## config.mk

```make
export PLATFORM = sky130hd
export DESIGN_NAME = decim_frame_writer
export DESIGN_NICKNAME = d
export VERILOG_FILES = /design/src/rtl/decim_frame_writer.sv
export SDC_FILE = /design/constraint.sdc
export NUM_CORES = 1
export LEC_CHECK = 0
export ABC_AREA = 1
export CAP_MARGIN = 20
export CORE_MARGIN = 5
export CORE_UTILIZATION = 56
export CTS_CLUSTER_SIZE = 40
export DETAILED_ROUTE_END_ITERATION = 12
export GPL_TIMING_DRIVEN = 0
export PLACE_DENSITY = 0.76
export SLEW_MARGIN = 20
export SYNTH_ARGS = -nofsm -noshare
export SYNTH_HDL_FRONTEND = slang
export SYNTH_SLANG_ARGS = --single-unit
```

## constraint.sdc

```tcl
create_clock -name clk -period 7.4 [get_ports clk]
set_input_delay 1.48 -clock clk [delete_from_list [all_inputs] [get_ports clk]]
set_output_delay 1.48 -clock clk [all_outputs]
set_load 0.01 [all_outputs]
```

## src/rtl/decim_frame_writer.sv

```systemverilog
`default_nettype none
// ---------------------------------------------------------------------------------------------
// decim_frame_writer: keeps every ROW_DECIM-th line, packs pixels into 32-bit words, FIFO'd writes.
// Optional GRAY8_EN: 8-bit luma, four pixels per word (default: RGB565, two pixels per word).
// Revision 1.0
// ---------------------------------------------------------------------------------------------
module decim_frame_writer #(
    parameter int                OUT_W      = 160,
    parameter int                OUT_H      = 120,
    parameter int                ROW_DECIM  = 4,
    parameter int                FIFO_DEPTH = 16,
    parameter int                ADDR_W     = 16,
    parameter logic [ADDR_W-1:0] BASE_ADDR  = '0
) (
    input  logic              clk,
    input  logic              rst,
    input  logic              frame_start,
    input  logic              line_end,
    input  logic              pix_valid,
    input  logic [23:0]       pix_data,
    output logic              wr_valid,
    input  logic              wr_ready,
    output logic [ADDR_W-1:0] wr_addr,
    output logic [31:0]       wr_data,
    output logic              busy,
    output logic              frame_done,
    output logic              err_overflow
);

`ifdef GRAY8_EN
    localparam int PPW   = 4;
`else
    localparam int PPW   = 2;
`endif
    localparam int PIX_W  = 32 / PPW;
    localparam int WPR    = OUT_W / PPW;
    localparam int LANE_W = $clog2(PPW);
    localparam int COL_W  = $clog2(OUT_W + 1);
    localparam int ROW_W  = $clog2(OUT_H + 1);
    localparam int LINE_W = (ROW_DECIM > 1) ? $clog2(ROW_DECIM) : 1;
    localparam int PTR_W  = $clog2(FIFO_DEPTH);
    localparam int CNT_W  = $clog2(FIFO_DEPTH + 1);
    localparam int ENT_W  = ADDR_W + 32;

    localparam logic [COL_W-1:0]  COL_MAX   = COL_W'(OUT_W);
    localparam logic [ROW_W-1:0]  ROW_LAST  = ROW_W'(OUT_H - 1);
    localparam logic [LINE_W-1:0] LINE_LAST = LINE_W'(ROW_DECIM - 1);
    localparam logic [LANE_W-1:0] LANE_LAST = LANE_W'(PPW - 1);
    localparam logic [CNT_W-1:0]  DEPTH_C   = CNT_W'(FIFO_DEPTH);
    localparam logic [ADDR_W-1:0] WPR_C     = ADDR_W'(WPR);

    typedef enum logic [1:0] {
        S_IDLE   = 2'd0,
        S_ACTIVE = 2'd1,
        S_FLUSH  = 2'd2
    } state_t;

    state_t state, state_next;

    logic [LINE_W-1:0] line_cnt;
    logic [COL_W-1:0]  col;
    logic [ROW_W-1:0]  out_row;
    logic [ADDR_W-1:0] row_base;
    logic [ADDR_W-1:0] word_idx;
    logic [31:0]       pack_acc;
    logic [31:0]       word_next;
    logic [PIX_W-1:0]  pix_conv;
    logic [LANE_W-1:0] lane;

    logic              push_v;
    logic [ADDR_W-1:0] push_addr;
    logic [31:0]       push_data;

    logic [ENT_W-1:0]  mem [FIFO_DEPTH];
    logic [PTR_W-1:0]  rd_ptr;
    logic [PTR_W-1:0]  wr_ptr;
    logic [CNT_W-1:0]  count;
    logic [ENT_W-1:0]  head;

    logic kept;
    logic pix_take;
    logic word_done;
    logic row_end;
    logic fifo_empty;
    logic pop;
    logic push_ok;

`ifdef GRAY8_EN
    logic [15:0] luma_sum;
    assign luma_sum = 16'd77  * {8'd0, pix_data[23:16]}
                    + 16'd150 * {8'd0, pix_data[15:8]}
                    + 16'd29  * {8'd0, pix_data[7:0]};
    assign pix_conv = PIX_W'(luma_sum >> 8);
`else
    logic unused_pix_bits;
    assign unused_pix_bits = ^{pix_data[18:16], pix_data[9:8], pix_data[2:0]};
    assign pix_conv = {pix_data[23:19], pix_data[15:10], pix_data[7:3]};
`endif

    assign kept      = (line_cnt == '0);
    assign lane      = col[LANE_W-1:0];
    assign pix_take  = (state == S_ACTIVE) && pix_valid && kept && (col < COL_MAX);
    assign word_done = pix_take && (lane == LANE_LAST);
    assign row_end   = (state == S_ACTIVE) && line_end;

    assign fifo_empty = (count == '0);
    assign pop        = wr_valid && wr_ready;
    // A full FIFO still takes the word when the head leaves on the same edge.
    assign push_ok    = push_v && ((count < DEPTH_C) || pop);

    always_comb begin
        word_next = pack_acc;
        word_next[int'(lane) * PIX_W +: PIX_W] = pix_conv;
    end

    always_ff @(posedge clk) begin
        if (rst) begin
            state <= S_IDLE;
        end else begin
            state <= state_next;
        end
    end

    always_comb begin
        state_next = state;
        frame_done = 1'b0;
        if (frame_start) begin
            state_next = S_ACTIVE;
        end else begin
            case (state)
                S_IDLE: state_next = S_IDLE;
                S_ACTIVE: begin
                    if (row_end && kept && (out_row == ROW_LAST)) begin
                        state_next = S_FLUSH;
                    end
                end
                S_FLUSH: begin
                    if (fifo_empty && !push_v) begin
                        state_next = S_IDLE;
                        frame_done = 1'b1;
                    end
                end
                default: state_next = S_IDLE;
            endcase
        end
    end

    always_ff @(posedge clk) begin
        if (rst || frame_start) begin
            line_cnt     <= '0;
            col          <= '0;
            out_row      <= '0;
            row_base     <= '0;
            word_idx     <= '0;
            pack_acc     <= '0;
            push_v       <= 1'b0;
            push_addr    <= '0;
            push_data    <= '0;
            rd_ptr       <= '0;
            wr_ptr       <= '0;
            count        <= '0;
            err_overflow <= 1'b0;
        end else begin
            if (pop) begin
                rd_ptr <= rd_ptr + PTR_W'(1);
            end
            if (push_ok) begin
                wr_ptr <= wr_ptr + PTR_W'(1);
            end else if (push_v) begin
                err_overflow <= 1'b1;
            end
            count <= count + CNT_W'(push_ok) - CNT_W'(pop);

            push_v <= word_done;
            if (word_done) begin
                push_addr <= BASE_ADDR + word_idx;
                push_data <= word_next;
            end

            if (pix_take) begin
                col <= col + COL_W'(1);
                if (word_done) begin
                    pack_acc <= '0;
                    word_idx <= word_idx + ADDR_W'(1);
                end else begin
                    pack_acc <= word_next;
                end
            end

            // The line boundary wins over the pixel update so each kept row starts address-aligned.
            if (row_end) begin
                line_cnt <= (line_cnt == LINE_LAST) ? '0 : line_cnt + LINE_W'(1);
                col      <= '0;
                if (kept) begin
                    pack_acc <= '0;
                    out_row  <= out_row + ROW_W'(1);
                    row_base <= row_base + WPR_C;
                    word_idx <= row_base + WPR_C;
                end
            end
        end
    end

    always_ff @(posedge clk) begin
        if (!rst && !frame_start && push_ok) begin
            mem[wr_ptr] <= {push_addr, push_data};
        end
    end

    assign head     = fifo_empty ? '0 : mem[rd_ptr];
    assign wr_valid = !fifo_empty;
    assign wr_addr  = head[ENT_W-1:32];
    assign wr_data  = head[31:0];
    assign busy     = (state != S_IDLE);

endmodule

`default_nettype wire

```

**The clock network**

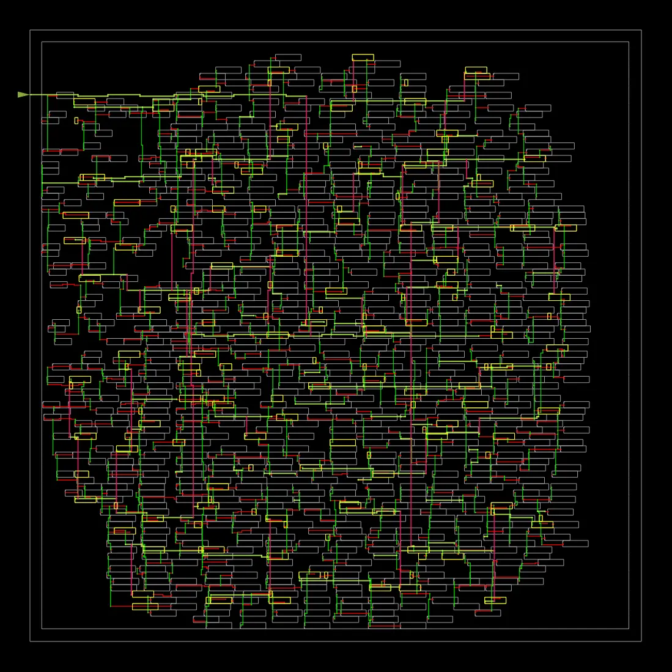
Clock Latency Late Sink: 0.64 ns
CTS Buf Count: 87
clk sinks: 898
CLK BUF: 118

**Signal wires on met2**

(1.5 px per um)
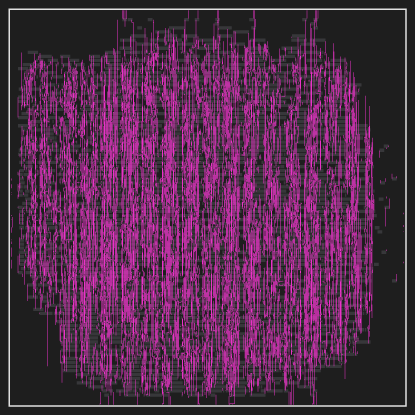
longest straight run: 111 um
main direction: vertical
wire length on this layer: 49.1 mm

**Pin map**

(1 px per um) Pins as bars across the die edge, other pins in grey.
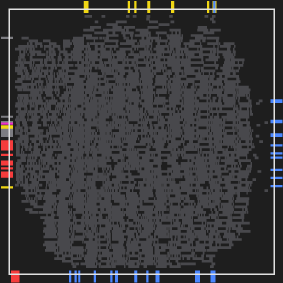
legend:
  red:
    port: pix_data
    pins: 24
    direction: input
    edge: 16 left, 8 bottom
  magenta:
    port: wr_ready
    pins: 1
    direction: input
    edge: left
  yellow:
    port: wr_addr
    pins: 16
    direction: output
    edge: 13 top, 3 left
  blue:
    port: wr_data
    pins: 32
    direction: output
    edge: 19 bottom, 12 right, 1 top
all pins by edge: 29 left, 27 bottom, 14 top, 12 right

==> Changelog: implementation <==
### Implementation results

* Status: finished, final reports clean
* Hold depth at 2
* P_leak at 14.8 nW
* Post_cts resized at 0
* Post-synth EDFFs at 768
* Most used flip-flop cell: edfxtp_1
* Most Crowded Layer GR: met2
* Largest cells by area: edfxtp_1 64%, nor2_1 7.6%, dfxtp_1 7.2%
* Detail Placement HPWL at 72500 um
* Met1 usage at 0.398
* Die Span Y at 263 um
* CTS Buffer Depth at 3
* Drt wl/cell at 24.7 um
* Worst Clk Skew at 0.0233 ns
* Synth mux share at 0
* Seq share, synth at 0.713
* Slew HR at 0.198
* CTS tree: done
* Adder-cell share of the synthesized area at 0.00647
* Die width at 263 um
* Fraction of area in registers at 0.617
* Worst r2r path cells at 9
* Most used cell, CP: clkbuf_1
* Most numerous logic cell after layout: edfxtp_1
* Top cells by count, synth: 768 x edfxtp_1, 731 x nor2_1, 297 x o21ai_0
* DRC viols at 0
* Nets at 3431
* GR Layer Usage met3 at 0.0615
* Tap Count at 855
* Vias in the first global route at 25.3k
* WL final at 107000 um
* Initial DRC Count at 3606
* Final Cycle Share at 0.797
* CP Class: register to output pin
* DP Worst Slack at 2.45 ns
* WHS Endpoint: push_data[4]
* Post-Layout Inst Area at 41600 um^2
* Grt met2 use at 0.479
* CP Cell Sequence: buf_2 > clkinv_1 > clkbuf_1 > clkbuf_1 > o211ai_1 > nand3_1 > a21oi_1 > clkdlybuf4s50_1
* Tool warning count at 39
* Htree depth at 3
* Net switching power at 3.35 mW
* Detailed-route via count at 26.2k
* Ratio of cells with drive above 1 in the final layout at 0.0889
* Sw frac at 0.280
* Pwr top: registers
* Register area at 25700 um^2
* Clock network area share at 0.0670
* IO Pins at 82
* Fillers at 4615
* Seq pwr at 5.46 mW
* Critical Path AT at 4.42 ns
* Biggest Area Class: flip-flops and latches
* Core Region at 64000 um^2
* Clock transition at path regs at 0.06 ns
* Reg power frac at 0.457
* Mapped Area at 36000 um^2
* Fmax at 170 MHz
* Power in combinational cells at 2.11 mW
* Cell Pwr Density at 287 nW/um^2
* Power share of the clock group at 0.367
* WHS at 0.447 ns
* Nonclk buf count at 358
* Worst R2R Start: push_v
* Cells after Synth at 3130
* Most frequent cells in the layout: 768 x edfxtp_1, 726 x nor2_1, 297 x o21ai_0
* Cell count listed in synth_stat.txt at 3130
* Area share, top type at 0.641
* Dominant comb cell: simple AND/OR/NAND/NOR gates
* Gate Area at 8930 um^2
* Final setup fails at 0
* FP Core Util at 0.562
* Met1 WL at 37700 um
* Nonclk inv count at 127
* Flop-to-flop setup slack at 4.16 ns
* CP required at 5.92 ns
-- how the worst max path moves through the flow --
| stage | startpoint | end |
|---|---|---|
| floorplan | frame_start | mem[11][0] |
| global placement | frame_start | mem[11][17] |
| detailed placement | frame_start | mem[11][18] |
| CTS | register | wr_addr[13] |
| global route | register | wr_data[25] |
| finish | register | wr_addr[13] |
-- state kept, by name, indices dropped and copies added (netlist names), named ones only --
signal and flops:
rd_ptr 4, row_base 12, out_row 7, word_idx 16, push_v 1, count 5, err_overflow 1, col 8
wr_ptr 4, push_addr 16, mem 768, pack_acc 16, push_data 32, line_cnt 2, state 2
-- worst max-delay path: cells and delay by family, from the launching register on --
kind | cells | cell delay (ns)
buffers and inverters | 5 | 2.52
AND-OR/OR-AND | 2 | 0.70
AND/OR/NAND/NOR | 1 | 0.14
flip-flops | 1 | 0.40
Power is estimated from default activity; no workload was simulated.
